File: src/rtl/linproj_bram_reader_pkg.sv
// Shared types and default tiling for the linear-projection BRAM reader.
// Defaults derive from the projection dimensions of the integrated design.
package linear_proj_pkg;

  typedef enum logic [1:0] {
    IDLE,
    READ,
    DRAIN,
    DONE
  } state_e;

  localparam int A_OUTER_DIMENSION = 64;
  localparam int B_OUTER_DIMENSION = 64;
  localparam int INNER_DIMENSION   = 12;
  localparam int BLOCK_SIZE        = 4;
  localparam int CHUNK_SIZE        = 4;
  localparam int NUM_CORES_A       = 2;
  localparam int NUM_CORES_B       = 2;
  localparam int TOTAL_INPUT_W     = 4;
  localparam int TOTAL_MODULES     = 4;
  localparam int WIDTH_A           = 8;
  localparam int WIDTH_B           = 8;

  localparam int DEF_ROW_BLOCKS =
    A_OUTER_DIMENSION / (BLOCK_SIZE * NUM_CORES_A * TOTAL_INPUT_W);
  localparam int DEF_COL_BLOCKS =
    B_OUTER_DIMENSION / (BLOCK_SIZE * NUM_CORES_B * TOTAL_MODULES);
  localparam int DEF_INNER_BLOCKS =
    INNER_DIMENSION / CHUNK_SIZE;
  localparam int DEF_DATA_WIDTH_A =
    WIDTH_A * CHUNK_SIZE * NUM_CORES_A;
  localparam int DEF_DATA_WIDTH_B =
    WIDTH_B * CHUNK_SIZE * NUM_CORES_B;

  function automatic int idx_w(input int n);
    return $clog2(n) + 1;
  endfunction

endpackage

File: src/rtl/linproj_bram_reader_if.sv
// Control, BRAM read ports and output stream of the BRAM reader.
// The reader takes the master side, its environment the slave side.
interface linproj_bram_reader_if
  import linear_proj_pkg::*;
#(
  parameter int ROW_BLOCKS   = DEF_ROW_BLOCKS,
  parameter int COL_BLOCKS   = DEF_COL_BLOCKS,
  parameter int ADDR_WIDTH_A = 16,
  parameter int ADDR_WIDTH_B = 16,
  parameter int DATA_WIDTH_A = DEF_DATA_WIDTH_A,
  parameter int DATA_WIDTH_B = DEF_DATA_WIDTH_B
) ();

  localparam int RW = idx_w(ROW_BLOCKS);
  localparam int CW = idx_w(COL_BLOCKS);

  logic                    start;
  logic                    busy;
  logic                    done;
  logic                    a_en;
  logic [ADDR_WIDTH_A-1:0] a_addr;
  logic [DATA_WIDTH_A-1:0] a_dout;
  logic                    b_en;
  logic [ADDR_WIDTH_B-1:0] b_addr;
  logic [DATA_WIDTH_B-1:0] b_dout;
  logic                    out_valid;
  logic                    out_ready;
  logic [DATA_WIDTH_A-1:0] out_a;
  logic [DATA_WIDTH_B-1:0] out_b;
  logic                    out_first;
  logic                    out_last;
  logic [RW-1:0]           out_row_idx;
  logic [CW-1:0]           out_col_idx;

  modport master (
    input  start,
    output busy, done,
    output a_en, a_addr,
    input  a_dout,
    output b_en, b_addr,
    input  b_dout,
    output out_valid,
    input  out_ready,
    output out_a, out_b,
    output out_first, out_last,
    output out_row_idx, out_col_idx
  );

  modport slave (
    output start,
    input  busy, done,
    input  a_en, a_addr,
    output a_dout,
    input  b_en, b_addr,
    output b_dout,
    input  out_valid,
    output out_ready,
    input  out_a, out_b,
    input  out_first, out_last,
    input  out_row_idx, out_col_idx
  );

endinterface

File: src/rtl/linproj_bram_reader_tile.sv
// Nested row/column/inner tile counter; k is fastest, r slowest.
// end_o marks the last index triple of a full pass.
module linproj_tile_counter #(
  parameter int ROWS  = 2,
  parameter int COLS  = 2,
  parameter int INNER = 3,
  parameter int RW    = 2,
  parameter int CW    = 2,
  parameter int KW    = 3
) (
  input  logic          clk,
  input  logic          rst,
  input  logic          clr_i,
  input  logic          en_i,
  output logic [RW-1:0] r_o,
  output logic [CW-1:0] c_o,
  output logic [KW-1:0] k_o,
  output logic          first_o,
  output logic          last_o,
  output logic          end_o
);

  localparam logic [RW-1:0] R_MAX = RW'(ROWS - 1);
  localparam logic [CW-1:0] C_MAX = CW'(COLS - 1);
  localparam logic [KW-1:0] K_MAX = KW'(INNER - 1);

  logic [RW-1:0] r_q, r_d;
  logic [CW-1:0] c_q, c_d;
  logic [KW-1:0] k_q, k_d;

  always_comb begin
    r_d = r_q;
    c_d = c_q;
    k_d = k_q;
    if (clr_i) begin
      r_d = '0;
      c_d = '0;
      k_d = '0;
    end else if (en_i) begin
      if (k_q == K_MAX) begin
        k_d = '0;
        if (c_q == C_MAX) begin
          c_d = '0;
          r_d = (r_q == R_MAX) ? '0 : r_q + RW'(1);
        end else begin
          c_d = c_q + CW'(1);
        end
      end else begin
        k_d = k_q + KW'(1);
      end
    end
  end

  always_ff @(posedge clk) begin
    if (rst) begin
      r_q <= '0;
      c_q <= '0;
      k_q <= '0;
    end else begin
      r_q <= r_d;
      c_q <= c_d;
      k_q <= k_d;
    end
  end

  assign r_o     = r_q;
  assign c_o     = c_q;
  assign k_o     = k_q;
  assign first_o = (k_q == '0);
  assign last_o  = (k_q == K_MAX);
  assign end_o   = last_o && (c_q == C_MAX) && (r_q == R_MAX);

endmodule

File: src/rtl/linproj_bram_reader.sv
// Walks input and weight BRAMs in tiled order and streams aligned
// A/B word pairs with first/last markers to the matmul wrapper.
module linproj_bram_reader
  import linear_proj_pkg::*;
#(
  parameter int ROW_BLOCKS   = DEF_ROW_BLOCKS,
  parameter int COL_BLOCKS   = DEF_COL_BLOCKS,
  parameter int INNER_BLOCKS = DEF_INNER_BLOCKS,
  parameter int ADDR_WIDTH_A = 16,
  parameter int ADDR_WIDTH_B = 16,
  parameter int DATA_WIDTH_A = DEF_DATA_WIDTH_A,
  parameter int DATA_WIDTH_B = DEF_DATA_WIDTH_B
) (
  input logic                  clk,
  input logic                  rst,
  linproj_bram_reader_if.master bus
);

  localparam int RW = idx_w(ROW_BLOCKS);
  localparam int CW = idx_w(COL_BLOCKS);
  localparam int KW = idx_w(INNER_BLOCKS);

  state_e state_q, state_d;

  logic          adv;
  logic          issue;
  logic          cnt_clr;
  logic          cnt_end;
  logic          cnt_first;
  logic          cnt_last;
  logic [RW-1:0] r;
  logic [CW-1:0] c;
  logic [KW-1:0] k;

  logic          valid_q;
  logic          first_q;
  logic          last_q;
  logic [RW-1:0] row_q;
  logic [CW-1:0] col_q;

  logic [31:0]             a_full;
  logic [31:0]             b_full;
  logic [DATA_WIDTH_A-1:0] a_word;
  logic [DATA_WIDTH_B-1:0] b_word;

  linproj_tile_counter #(
    .ROWS  (ROW_BLOCKS),
    .COLS  (COL_BLOCKS),
    .INNER (INNER_BLOCKS),
    .RW    (RW),
    .CW    (CW),
    .KW    (KW)
  ) u_cnt (
    .clk     (clk),
    .rst     (rst),
    .clr_i   (cnt_clr),
    .en_i    (issue),
    .r_o     (r),
    .c_o     (c),
    .k_o     (k),
    .first_o (cnt_first),
    .last_o  (cnt_last),
    .end_o   (cnt_end)
  );

  assign adv   = !valid_q || bus.out_ready;
  assign issue = (state_q == READ) && adv;

  always_comb begin
    state_d = state_q;
    cnt_clr = 1'b0;
    unique case (state_q)
      IDLE: begin
        if (bus.start) begin
          state_d = READ;
          cnt_clr = 1'b1;
        end
      end
      READ: begin
        if (issue && cnt_end) state_d = DRAIN;
      end
      DRAIN: begin
        if (valid_q && bus.out_ready) state_d = DONE;
      end
      DONE: begin
        state_d = IDLE;
      end
      default: state_d = IDLE;
    endcase
  end

  always_ff @(posedge clk) begin
    if (rst) state_q <= IDLE;
    else     state_q <= state_d;
  end

  // Markers travel with the read so they line up with BRAM data.
  always_ff @(posedge clk) begin
    if (rst) begin
      valid_q <= 1'b0;
      first_q <= 1'b0;
      last_q  <= 1'b0;
      row_q   <= '0;
      col_q   <= '0;
    end else if (issue) begin
      valid_q <= 1'b1;
      first_q <= cnt_first;
      last_q  <= cnt_last;
      row_q   <= r;
      col_q   <= c;
    end else if (adv) begin
      valid_q <= 1'b0;
    end
  end

  assign a_full = 32'(r) * 32'(INNER_BLOCKS) + 32'(k);
  assign b_full = 32'(c) * 32'(INNER_BLOCKS) + 32'(k);

  assign bus.a_en   = issue;
  assign bus.b_en   = issue;
  assign bus.a_addr = ADDR_WIDTH_A'(a_full);
  assign bus.b_addr = ADDR_WIDTH_B'(b_full);

  assign a_word = bus.a_dout;
  assign b_word = bus.b_dout;

  assign bus.out_valid   = valid_q;
  assign bus.out_a       = valid_q ? a_word : '0;
  assign bus.out_b       = valid_q ? b_word : '0;
  assign bus.out_first   = first_q;
  assign bus.out_last    = last_q;
  assign bus.out_row_idx = row_q;
  assign bus.out_col_idx = col_q;

  assign bus.busy = (state_q != IDLE);
  assign bus.done = (state_q == DONE);

  a_addr_fits: assert property (
    @(posedge clk) disable iff (rst)
    issue |-> ((a_full >> ADDR_WIDTH_A) == 32'd0)
  );

  b_addr_fits: assert property (
    @(posedge clk) disable iff (rst)
    issue |-> ((b_full >> ADDR_WIDTH_B) == 32'd0)
  );

endmodule

File: src/flat_wrapper.sv
// flat-port wrapper written by rule: the top's interface ports become plain ports
module linproj_bram_reader_flat import linear_proj_pkg::*;
#(
  parameter int ROW_BLOCKS   = DEF_ROW_BLOCKS,
  parameter int COL_BLOCKS   = DEF_COL_BLOCKS,
  parameter int INNER_BLOCKS = DEF_INNER_BLOCKS,
  parameter int ADDR_WIDTH_A = 16,
  parameter int ADDR_WIDTH_B = 16,
  parameter int DATA_WIDTH_A = DEF_DATA_WIDTH_A,
  parameter int DATA_WIDTH_B = DEF_DATA_WIDTH_B
)
  (clk, rst, bus_start, bus_busy, bus_done, bus_a_en, bus_a_addr, bus_a_dout, bus_b_en, bus_b_addr, bus_b_dout, bus_out_valid, bus_out_ready, bus_out_a, bus_out_b, bus_out_first, bus_out_last, bus_out_row_idx, bus_out_col_idx);
  linproj_bram_reader_if #(.ROW_BLOCKS(ROW_BLOCKS), .COL_BLOCKS(COL_BLOCKS), .ADDR_WIDTH_A(ADDR_WIDTH_A), .ADDR_WIDTH_B(ADDR_WIDTH_B), .DATA_WIDTH_A(DATA_WIDTH_A), .DATA_WIDTH_B(DATA_WIDTH_B)) bus_i ();
  input logic clk;
  input logic rst;
  input wire logic [$bits(bus_i.start)-1:0] bus_start;
  output wire logic [$bits(bus_i.busy)-1:0] bus_busy;
  output wire logic [$bits(bus_i.done)-1:0] bus_done;
  output wire logic [$bits(bus_i.a_en)-1:0] bus_a_en;
  output wire logic [$bits(bus_i.a_addr)-1:0] bus_a_addr;
  input wire logic [$bits(bus_i.a_dout)-1:0] bus_a_dout;
  output wire logic [$bits(bus_i.b_en)-1:0] bus_b_en;
  output wire logic [$bits(bus_i.b_addr)-1:0] bus_b_addr;
  input wire logic [$bits(bus_i.b_dout)-1:0] bus_b_dout;
  output wire logic [$bits(bus_i.out_valid)-1:0] bus_out_valid;
  input wire logic [$bits(bus_i.out_ready)-1:0] bus_out_ready;
  output wire logic [$bits(bus_i.out_a)-1:0] bus_out_a;
  output wire logic [$bits(bus_i.out_b)-1:0] bus_out_b;
  output wire logic [$bits(bus_i.out_first)-1:0] bus_out_first;
  output wire logic [$bits(bus_i.out_last)-1:0] bus_out_last;
  output wire logic [$bits(bus_i.out_row_idx)-1:0] bus_out_row_idx;
  output wire logic [$bits(bus_i.out_col_idx)-1:0] bus_out_col_idx;
  assign bus_i.start = bus_start;
  assign bus_busy = bus_i.busy;
  assign bus_done = bus_i.done;
  assign bus_a_en = bus_i.a_en;
  assign bus_a_addr = bus_i.a_addr;
  assign bus_i.a_dout = bus_a_dout;
  assign bus_b_en = bus_i.b_en;
  assign bus_b_addr = bus_i.b_addr;
  assign bus_i.b_dout = bus_b_dout;
  assign bus_out_valid = bus_i.out_valid;
  assign bus_i.out_ready = bus_out_ready;
  assign bus_out_a = bus_i.out_a;
  assign bus_out_b = bus_i.out_b;
  assign bus_out_first = bus_i.out_first;
  assign bus_out_last = bus_i.out_last;
  assign bus_out_row_idx = bus_i.out_row_idx;
  assign bus_out_col_idx = bus_i.out_col_idx;
  linproj_bram_reader #(.ROW_BLOCKS(ROW_BLOCKS), .COL_BLOCKS(COL_BLOCKS), .INNER_BLOCKS(INNER_BLOCKS), .ADDR_WIDTH_A(ADDR_WIDTH_A), .ADDR_WIDTH_B(ADDR_WIDTH_B), .DATA_WIDTH_A(DATA_WIDTH_A), .DATA_WIDTH_B(DATA_WIDTH_B)) u_core (.clk(clk), .rst(rst), .bus(bus_i));
endmodule
File: config.mk
export PLATFORM = sky130hd
export DESIGN_NAME = linproj_bram_reader_flat
export DESIGN_NICKNAME = d
export VERILOG_FILES = /design/src/rtl/linproj_bram_reader_pkg.sv /design/src/rtl/linproj_bram_reader_if.sv /design/src/rtl/linproj_bram_reader_tile.sv /design/src/rtl/linproj_bram_reader.sv /design/src/flat_wrapper.sv
export SDC_FILE = /design/constraint.sdc
export NUM_CORES = 1
export LEC_CHECK = 0
export CAP_MARGIN = 0
export CORE_AREA = 2 2 119 121
export CTS_BUF_LIST = sky130_fd_sc_hd__clkbuf_4 sky130_fd_sc_hd__clkbuf_8
export DETAILED_ROUTE_END_ITERATION = 8
export DIE_AREA = 0 0 121 123
export GPL_ROUTABILITY_DRIVEN = 0
export PLACE_DENSITY_LB_ADDON = 0.08
export SYNTH_ARGS = -nofsm -noshare
export SYNTH_HDL_FRONTEND = slang
export SYNTH_HIERARCHICAL = 1
export SYNTH_SLANG_ARGS = --single-unit
File: constraint.sdc
create_clock -name clk -period 2.1 [get_ports clk]
set_input_delay 0.42 -clock clk [delete_from_list [all_inputs] [get_ports clk]]
set_output_delay 0.42 -clock clk [all_outputs]
set_load 0.02 [all_outputs]
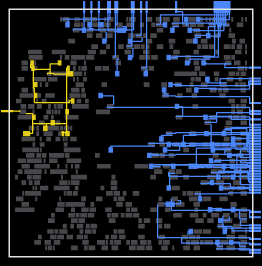
run_1/port_trees.png
(2 px per micron)
port	color	direction	edge	end cells	buffers	wire
bus_b_dout	blue	input	43 right, 21 top	64	64	2170 microns
rst	yellow	input	left	15	2	146 microns

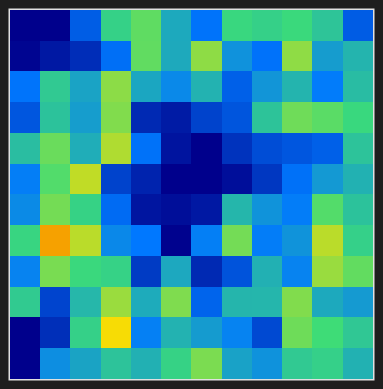
run_1/util_map.png
(3 px per micron) The die is cut into 12 by 12 equal tiles; dark blue is low, red is high, 0 to 100% covered.
densest ninth of the die	left middle
emptiest ninth of the die	middle
mean over tiles	34%
nearly empty tiles	6.2%
tiles over 75% full	0.70%

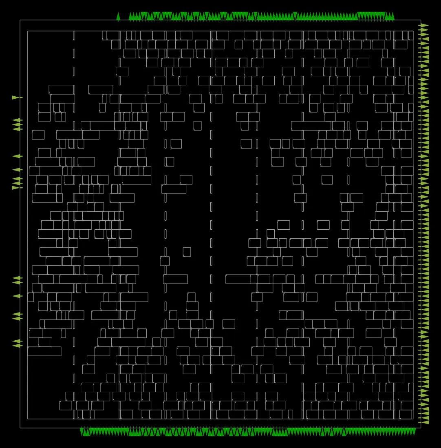
run_1/placed.png
Core ar.: 13600 sq um
Tapcell Cnt: 180
fraction of area in registers: 0.0634
post-route core utilization: 0.389
post-layout instance count excluding filler cells: 748

==> out/summary.log, run 1 <==
[finish] area taken by flip-flops and latches 335 sq um
[drt] total wirelength of the detailed-routed design 11.7 mm
[clock_tree] CTS Buffer Depth 2
[setup_path] WP depth 8
[setup_path] launching element of the worst setup path u_core/u_cnt/c_o[1]
[grt] number of global-route vias before repair 2610
[yosys] adder-cell share of the synthesized area 0.112
[drt] sum of routed wire segments on met1 4.67 mm
[setup_path] buffer and inverter count on the worst path 5
[power] clock share of power 0.082
[power] internal power summed over all cells 1.69 mW
[finish] leading cell types in the layout, fill and taps excluded clkdlybuf4s50_1 (192), and2_1 (129), dlygate4sd2_1 (42)
[finish] growth of design area from synthesis to finish 157%
[drt] DR WL met3 844 microns
[floorplanning] area of the die 14900 sq um
[clock_tree] CTS tree done
[grt] first-pass GRT wire length 16.1 mm
[clock_tree] clock-pin slew reported for the worst setup and hold paths after clock tree synthesis 70 ps
[worst_hold_path] Hold Path Sink u_core/bus.out_row_idx[0]
[worst_hold_path] Hold Crit Depth 2
[floorplanning] fraction of the core area occupied by cells at floorplan 0.151
[setup_path] category of the worst setup path launch point flip-flop
[finish] count of non-CTS buffers in the layout 298
[setup_path] kind of cell with the highest combined delay on the critical path adder cells
[setup_path] cell seen most often among critical-path stages inv_2
[yosys] top post-synthesis cells by count and2_1 (129), buf_4 (24), inv_1 (23), dfxtp_1 (16)
[drt] Met2 Wirelength 6.14 mm
[grt] peak-usage layer in the global routing report met2
[clock_tree] Clk Tree Root Cell clkbuf_8
[grt] met2 track demand over resource 0.267
[placed_design] Port Buffers 280
[clock_tree] Latency at later pin 250 ps
[yosys] FF+latch count, synth 16
[yosys] and+or+nand+nor area frac 0.483
[sta] final setup margin -350 ps
[finish] Antenna Diode Count 0
[yosys] XORs/XNORs by Area 0.0213
[run_status] failing checks negative setup slack
[floorplanning] number of top-level pins 303
[sta] maximum clock frequency 408 MHz
[placed_design] post-detailed-placement half-perimeter wirelength 9.80 mm
[power] comb pwr 2.47 mW
[clock_tree] post-CTS resize count 93
[yosys] leading cell type by number of instances after synthesis and2_1
[drt] routed vias/inst 3.65
[power] Clock group 0.257 mW
[finish] Commonest Layout Cell clkdlybuf4s50_1
[power] worst-case vdd ir drop 0.000442 V
[finish] count of filler cells inserted in the layout 1414
[power] net switching power of the design 1.42 mW
[placed_design] cell area after placement 5130 sq um
[sta] number of endpoints failing setup at the final stage 6
[yosys] cells taking the most area after synthesis and2_1 (39%), dfxtp_1 (16%), buf_4 (8.7%)
[placed_design] worst setup slack before clock tree synthesis -613 ps
[drt] mean routed wirelength per cell 15.7 microns
[drt] count of nets left with antenna violations after detail routing 0
[worst_hold_path] path class of the lowest-slack min-delay path flip-flop to flip-flop
[sta] final hold slack 457 ps
[sta] min cycle time layout 2450 ps
[yosys] proportion of netlist area held by the largest area contributor 0.392
[floorplanning] Die Ht 123 microns
[setup_path] data required time at the worst endpoint 1680 ps
[run_status] run status complete, but fails checks
[worst_hold_path] critical hold path startpoint u_core/bus.out_row_idx[0]
[setup_path] reg-to-reg slack, setup 350 ps
[power] leakage power figure 2.92 nW
[drt] DRC 0
[yosys] cell taking the most area after synthesis and2_1
[finish] number of flip-flops under the largest register name 3
[setup_path] classification of the worst setup path flip-flop to output pin
--- run 2 (diff from run 1) ---
--- a/config.mk
+++ b/config.mk
@@ -12,6 +12,7 @@
 export DIE_AREA = 0 0 121 123
 export GPL_ROUTABILITY_DRIVEN = 0
 export PLACE_DENSITY_LB_ADDON = 0.08
+export SLEW_MARGIN = 20
 export SYNTH_ARGS = -nofsm -noshare
 export SYNTH_HDL_FRONTEND = slang
 export SYNTH_HIERARCHICAL = 1
==> run 2 against run 1 <==
Against the previous run:
- the run still ends with negative setup slack left
- critical path depth unchanged
- via count unchanged
- fmax stayed put
- routed wire length did not move
- synthesized area stayed put
- sequential share of layout area did not move
==> out/summary.log, run 2 <==
[drt] mean routed wirelength per cell 15.7 microns [unchanged]
[setup_path] cell seen most often among critical-path stages inv_2
[yosys] FF+latch count, synth 16 [unchanged]
[yosys] proportion of netlist area held by the largest area contributor 0.392 [unchanged]
[worst_hold_path] Hold Crit Depth 2 [unchanged]
[setup_path] peak per-stage delay on the critical path 560 ps
[grt] peak-usage layer in the global routing report met2
[finish] fraction of area in registers 0.0634 [unchanged]
[yosys] cells taking the most area after synthesis and2_1 (39%), dfxtp_1 (16%), buf_4 (8.7%)
[setup_path] critical path peak fanout 2
[finish] count of filler cells inserted in the layout 1414 [unchanged]
[clock_tree] Latency at later pin 250 ps [about the same]
[drt] DR WL met3 844 microns [unchanged]
[sta] min cycle time layout 2450 ps [unchanged]
[placed_design] post-detailed-placement half-perimeter wirelength 9.80 mm [unchanged]
[setup_path] data required time at the worst endpoint 1680 ps [about the same]
[power] net switching power of the design 1.42 mW [unchanged]
[drt] routed vias/inst 3.65 [unchanged]
[finish] Commonest Layout Cell clkdlybuf4s50_1
[drt] Met2 Wirelength 6.14 mm [unchanged]
[floorplanning] number of top-level pins 303 [unchanged]
[drt] top metal layer carrying routed signals met4
[setup_path] kind of cell with the highest combined delay on the critical path adder cells
[run_status] failing checks negative setup slack
[setup_path] buffer and inverter count on the worst path 5 [unchanged]
[sta] cycle use final 1.17
[yosys] leading cell type by number of instances after synthesis and2_1
[sta] maximum clock frequency 408 MHz [unchanged]
[floorplanning] Tapcell Cnt 180 [unchanged]
[clock_tree] clock-pin slew reported for the worst setup and hold paths after clock tree synthesis 70 ps [about the same]
[power] Clock group 0.257 mW [about the same]
[placed_design] Port Buffers 280 [unchanged]
[floorplanning] fraction of the core area occupied by cells at floorplan 0.151 [unchanged]
[run_status] run status complete, but fails checks
[clock_tree] post-CTS resize count 93 [unchanged]
[grt] number of global-route vias before repair 2610 [unchanged]
[finish] area taken by flip-flops and latches 335 sq um [unchanged]
[placed_design] cell area after placement 5130 sq um [unchanged]
[drt] DRC 0 [unchanged]
[power] internal power summed over all cells 1.69 mW [unchanged]
[yosys] XORs/XNORs by Area 0.0213 [unchanged]
[sta] final setup margin -350 ps [unchanged]
[finish] Antenna Diode Count 0 [unchanged]
[setup_path] category of the worst setup path launch point flip-flop
[clock_tree] number of sinks on the clock net 16
[finish] number of flip-flops under the largest register name 3 [unchanged]
[yosys] top post-synthesis cells by count and2_1 (129), buf_4 (24), inv_1 (23), dfxtp_1 (16)
[floorplanning] Die Ht 123 microns [unchanged]
[finish] growth of design area from synthesis to finish 157% [unchanged]
[drt] total wirelength of the detailed-routed design 11.7 mm [unchanged]
[finish] post-route core utilization 0.389 [unchanged]
[worst_hold_path] Hold Path Sink u_core/bus.out_row_idx[0]
[floorplanning] area of the die 14900 sq um [unchanged]
[finish] count of non-CTS buffers in the layout 298 [unchanged]
[yosys] adder-cell share of the synthesized area 0.112 [unchanged]
[job] maximum capacitance violations 0
[yosys] share of synthesized registers carrying an async set or reset 0
[placed_design] worst setup slack before clock tree synthesis -613 ps [unchanged]
[sta] number of endpoints failing setup at the final stage 6 [unchanged]
[finish] leading cell types in the layout, fill and taps excluded clkdlybuf4s50_1 (192), and2_1 (129), dlygate4sd2_1 (42)
[yosys] and+or+nand+nor area frac 0.483 [unchanged]
[power] clock share of power 0.082 [about the same]
[power] comb pwr 2.47 mW [about the same]
[grt] met2 track demand over resource 0.267 [unchanged]
[worst_hold_path] critical hold path startpoint u_core/bus.out_row_idx[0]
[finish] post-layout instance count excluding filler cells 748 [unchanged]
[grt] first-pass GRT wire length 16.1 mm [unchanged]
[setup_path] classification of the worst setup path flip-flop to output pin
[drt] count of nets left with antenna violations after detail routing 0 [unchanged]
[yosys] cell taking the most area after synthesis and2_1
[worst_hold_path] path class of the lowest-slack min-delay path flip-flop to flip-flop
[power] worst-case vdd ir drop 0.000442 V [unchanged]
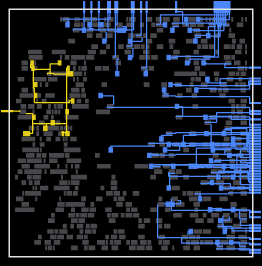
run_2/port_trees.png
(2 px per micron)
port	color	direction	edge	end cells	buffers	wire
bus_b_dout	blue	input	43 right, 21 top	64	64	2170 microns
rst	yellow	input	left	15	2	146 microns

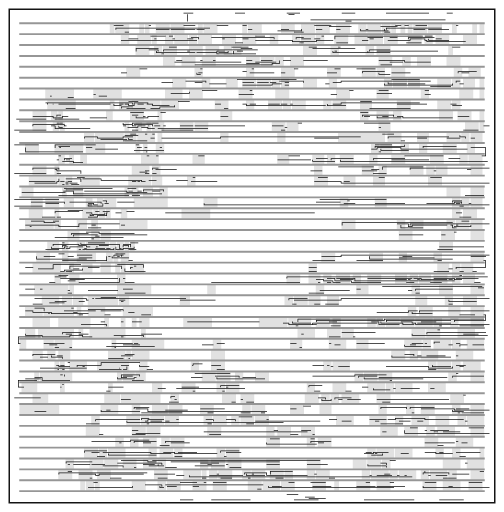
run_2/m1.png
(4 px per micron) Supply wires on this layer in gray. Cells faint in the background.
longest straight run	71.3 microns
nets with wire on the layer	614
wire length on this layer	4670 microns
main direction	horizontal

Power figures rest on the tool's default switching activity, not on a simulated workload.
